==> config.mk <==
export PLATFORM = sky130hd
export DESIGN_NAME = uart_frame_parser
export DESIGN_NICKNAME = d
export VERILOG_FILES = /design/src/rtl/uart_pkg.sv /design/src/rtl/uart_byte_timeout.sv /design/src/rtl/uart_frame_parser.sv
export SDC_FILE = /design/constraint.sdc
export NUM_CORES = 1
export LEC_CHECK = 0
export ABC_AREA = 1
export CORE_ASPECT_RATIO = 1.4
export CORE_MARGIN = 2
export CORE_UTILIZATION = 40
export DETAILED_ROUTE_END_ITERATION = 10
export DONT_BUFFER_PORTS = 1
export PLACE_DENSITY = 0.55
export SYNTH_ARGS = -nofsm -noshare
export SYNTH_HDL_FRONTEND = slang
export SYNTH_SLANG_ARGS = --single-unit
==> constraint.sdc <==
create_clock -name sclk -period 2.86 [get_ports sclk]
set_clock_uncertainty 0.15 [all_clocks]
set_input_delay 0.429 -clock sclk [delete_from_list [all_inputs] [get_ports sclk]]
set_output_delay 0.429 -clock sclk [all_outputs]
set_load 0.1 [all_outputs]
==> src/rtl/uart_pkg.sv <==
// Shared definitions for the UART frame parser:
// FSM state encoding, error codes and default header bytes.
package uart_pkg;

    typedef enum logic [2:0] {
        IDLE    = 3'd0,
        HDR1    = 3'd1,
        CMD     = 3'd2,
        LEN     = 3'd3,
        PAYLOAD = 3'd4,
        CSUM    = 3'd5
    } state_t;

    localparam logic [1:0] ERR_LEN  = 2'd1;
    localparam logic [1:0] ERR_CSUM = 2'd2;
    localparam logic [1:0] ERR_TOUT = 2'd3;

    localparam logic [7:0] HEAD0_DEF = 8'h55;
    localparam logic [7:0] HEAD1_DEF = 8'hAA;

endpackage

==> src/rtl/uart_byte_timeout.sv <==
// Inter-byte watchdog: counts idle cycles while enabled.
// Ports: sclk, s_rst, clr (zero the count), en (count), tc (terminal count).
module uart_byte_timeout #(
    parameter int TIMEOUT_CYC = 52080
) (
    input  logic sclk,
    input  logic s_rst,
    input  logic clr,
    input  logic en,
    output logic tc
);

    localparam int W = (TIMEOUT_CYC > 2) ? $clog2(TIMEOUT_CYC) : 1;
    localparam logic [W-1:0] LAST = W'(TIMEOUT_CYC - 1);

    logic [W-1:0] cnt;

    // Holds at the terminal value; the parser leaves the busy
    // state on tc, which clears the count the following cycle.
    always_ff @(posedge sclk or posedge s_rst) begin
        if (s_rst) begin
            cnt <= '0;
        end else if (clr) begin
            cnt <= '0;
        end else if (en && cnt != LAST) begin
            cnt <= cnt + 1'b1;
        end
    end

    assign tc = en && (cnt == LAST);

endmodule

==> src/rtl/uart_frame_parser.sv <==
// Frame decoder on a UART byte stream: header hunt, cmd/len/payload, checksum.
// Ports: sclk, s_rst, rx_data/po_flag in; pay_*, frame_*, err_code, busy out.
module uart_frame_parser
    import uart_pkg::*;
#(
    parameter logic [7:0] HEAD0       = HEAD0_DEF,
    parameter logic [7:0] HEAD1       = HEAD1_DEF,
    parameter int         MAX_LEN     = 16,
    parameter int         TIMEOUT_CYC = 52080
) (
    input  logic       sclk,
    input  logic       s_rst,
    input  logic [7:0] rx_data,
    input  logic       po_flag,
    output logic [7:0] pay_data,
    output logic [7:0] pay_addr,
    output logic       pay_wr,
    output logic [7:0] frame_cmd,
    output logic [7:0] frame_len,
    output logic       frame_done,
    output logic       frame_err,
    output logic [1:0] err_code,
    output logic       busy
);

    localparam logic [7:0] MAX_B = 8'(MAX_LEN);

    state_t     state_q, state_d;
    logic [7:0] cmd_q, cmd_d;
    logic [7:0] len_q, len_d;
    logic [7:0] idx_q, idx_d;
    logic [7:0] sum_q, sum_d;
    logic [7:0] pay_data_d, pay_addr_d;
    logic [7:0] frame_cmd_d, frame_len_d;
    logic [1:0] err_code_d;
    logic       pay_wr_d, done_d, err_d;
    logic       tout;

    uart_byte_timeout #(
        .TIMEOUT_CYC(TIMEOUT_CYC)
    ) u_tout (
        .sclk (sclk),
        .s_rst(s_rst),
        .clr  (po_flag || state_q == IDLE),
        .en   (state_q != IDLE),
        .tc   (tout)
    );

    always_ff @(posedge sclk or posedge s_rst) begin
        if (s_rst) begin
            state_q    <= IDLE;
            cmd_q      <= '0;
            len_q      <= '0;
            idx_q      <= '0;
            sum_q      <= '0;
            pay_data   <= '0;
            pay_addr   <= '0;
            pay_wr     <= 1'b0;
            frame_cmd  <= '0;
            frame_len  <= '0;
            frame_done <= 1'b0;
            frame_err  <= 1'b0;
            err_code   <= '0;
        end else begin
            state_q    <= state_d;
            cmd_q      <= cmd_d;
            len_q      <= len_d;
            idx_q      <= idx_d;
            sum_q      <= sum_d;
            pay_data   <= pay_data_d;
            pay_addr   <= pay_addr_d;
            pay_wr     <= pay_wr_d;
            frame_cmd  <= frame_cmd_d;
            frame_len  <= frame_len_d;
            frame_done <= done_d;
            frame_err  <= err_d;
            err_code   <= err_code_d;
        end
    end

    always_comb begin
        state_d     = state_q;
        cmd_d       = cmd_q;
        len_d       = len_q;
        idx_d       = idx_q;
        sum_d       = sum_q;
        pay_data_d  = pay_data;
        pay_addr_d  = pay_addr;
        pay_wr_d    = 1'b0;
        frame_cmd_d = frame_cmd;
        frame_len_d = frame_len;
        done_d      = 1'b0;
        err_d       = 1'b0;
        err_code_d  = err_code;

        // A byte arriving on the terminal cycle takes priority.
        if (po_flag) begin
            unique case (state_q)
                IDLE: begin
                    if (rx_data == HEAD0) state_d = HDR1;
                end
                HDR1: begin
                    if (rx_data == HEAD1)      state_d = CMD;
                    else if (rx_data != HEAD0) state_d = IDLE;
                end
                CMD: begin
                    cmd_d   = rx_data;
                    sum_d   = rx_data;
                    state_d = LEN;
                end
                LEN: begin
                    if (rx_data > MAX_B) begin
                        err_d      = 1'b1;
                        err_code_d = ERR_LEN;
                        state_d    = IDLE;
                    end else begin
                        len_d   = rx_data;
                        idx_d   = '0;
                        sum_d   = sum_q + rx_data;
                        state_d = (rx_data == 8'd0) ? CSUM : PAYLOAD;
                    end
                end
                PAYLOAD: begin
                    pay_wr_d   = 1'b1;
                    pay_data_d = rx_data;
                    pay_addr_d = idx_q;
                    sum_d      = sum_q + rx_data;
                    idx_d      = idx_q + 8'd1;
                    if (idx_q == len_q - 8'd1) state_d = CSUM;
                end
                CSUM: begin
                    if (rx_data == sum_q) begin
                        done_d      = 1'b1;
                        frame_cmd_d = cmd_q;
                        frame_len_d = len_q;
                    end else begin
                        err_d      = 1'b1;
                        err_code_d = ERR_CSUM;
                    end
                    state_d = IDLE;
                end
                default: state_d = IDLE;
            endcase
        end else if (tout) begin
            err_d      = 1'b1;
            err_code_d = ERR_TOUT;
            state_d    = IDLE;
        end
    end

    assign busy = (state_q != IDLE);

endmodule

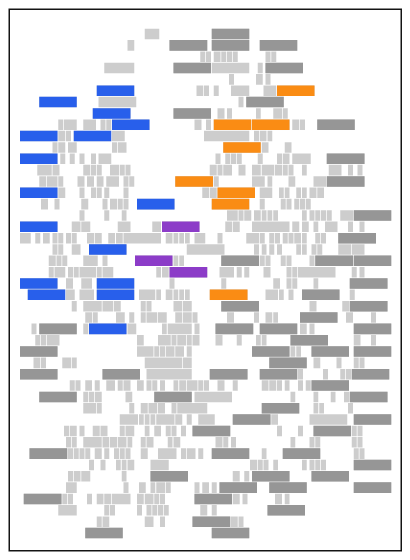
Fig. 1. Sequential cells colored by netlist name.
Other sequential cells in the stronger gray, the rest of the logic in the fainter gray.
Key: purple = `state_q` [flops 3]; orange = `idx_q` [flops 8]; blue = `u_tout.cnt` [flops 16]
Another 61 sequential cells are not colored.
P_seq: 2.01 mW
Seq area share: 44.1%
Storage cell area: 2200 um^2
utilization after layout: 45.7%

==> impl_metrics.env <==
# flow metrics
export IMPL_status="finished clean"
export IMPL_synth_area_um2=4500
export IMPL_cts_htree_levels=3
export IMPL_ys_chip_area_um2=4500
export IMPL_hold_slack_ps=59.6
export IMPL_final_nets=590
export IMPL_drive_gt1_share_pct=10.5
export IMPL_clock_latency_ps=350
export IMPL_avgSynthCellArea_um2=8.01
export IMPL_die_y_um=130
export IMPL_syn_nets=584
export IMPL_synth_flops=88
export IMPL_crit_family="simple AND/OR/NAND/NOR gates"
export IMPL_crit_path_cell_trace="ha_1 -> nor3_1 -> nand4_1 -> nor2_4 -> inv_2 -> nand2_1 -> o21ai_2"
export IMPL_ys_warn_count=0
export IMPL_via_per_inst=4.98
export IMPL_highest_layer="met4"
export IMPL_leakagePower_nw=2.49
export IMPL_syn_inst=562
export IMPL_wl_met3_um=366
export IMPL_cp_max_fo=22
export IMPL_vias=3555
export IMPL_setup_viol=0
export IMPL_cts_buffer_depth=2
export IMPL_cts_hold_fix_buffers=1
export IMPL_yosysSeqAreaShare_pct=48.9
export IMPL_worst_pin_slew_ps=944
export IMPL_drcViolationCount=0
export IMPL_max_slew_margin_pct=37.1
export IMPL_numCtsBuffers=9
export IMPL_rr_startpoint="sum_q[4]"
export IMPL_max_stage_delay_ps=380
export IMPL_hp_start="po_flag"
export IMPL_grt_util_met2_pct=30.4
export IMPL_rsz0062_at_grt="no"
export IMPL_overflow=0
export IMPL_first_global_vias=3514
export IMPL_top_cells_by_area="dfrtp_1 (49%), nand2_1 (15%), o21ai_0 (4.7%), inv_1 (4.5%), nand3_1 (3.6%)"
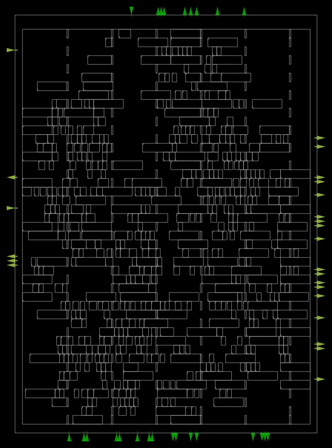
Fig. 2. Cell outlines without signal wires.
Seq cells: 88
fillers: 1058
# rows: 45
Core Area: 10900 um^2
fin cells: 714

## worst register-to-register path: stages (launching register included)
cell	delay, ps
dfrtp_1	380
ha_1	350
nor3_1	220
nand4_1	210
nor2_4	310
inv_2	240
nand2_1	140
o21ai_2	70
## cell families after synthesis
kind of cell / count (synthesis) / synth area share [%]
AOI/OAI and AO/OA: 87 / 11.1
xor gates and xnor gates: 9 / 1.75
adders and majority gates: 11 / 3.22
buffers and inverters: 75 / 6.86
DFF: 88 / 48.9
muxes: 1 / 0.222
and+or+nand+nor: 291 / 27.9
## cell type report
class	instances	area (um^2)
Clock buffer	10	229
Clock inverter	6	91.3
Fill cell	1058	5930
Inverter	65	248
Multi-Input combinational cell	399	1990
Sequential cell	88	2200
Tap cell	141	176
Timing Repair Buffer	5	52.6
## worst min-delay path by stage
stage | cells after the start | end | slack [ps]
2_1_floorplan | 2 | frame_cmd[0] | 300
3_3_place_gp | 1 | u_tout.cnt[15] | 150
3_5_place_dp | 1 | u_tout.cnt[9] | 150
4_1_cts | 2 | state_q[1] | 50
5_1_grt | 2 | state_q[1] | 70
6_report | 2 | state_q[1] | 60
## stage by stage
step                      instance area [um^2]  instances  utilization [%]
after floorplan                           4500        562                -
after global placement                    4660        697             42.7
after detailed placement                  4660        697             42.7
after CTS                                 4990        714             45.7
after global routing                      4990        714             45.7
final                                     4990        714             45.7
## state kept, by name, summed over array words and instances, names as in the netlist
signal / count
u_tout.cnt: 16
frame_err: 1
len_q: 8
pay_data: 8
state_q: 3
idx_q: 8
cmd_q: 8
pay_wr: 1
frame_len: 8
err_code: 2
pay_addr: 8
frame_done: 1
frame_cmd: 8
sum_q: 8
## where the power goes
part	internal [mW]	switching [mW]	leakage (nW)
combinational	0.446	0.833	1.16
clock	0.772	0.519	0.157
sequential	1.47	0.547	1.17
Power figures rest on the tool's default switching activity, not on a simulated workload.
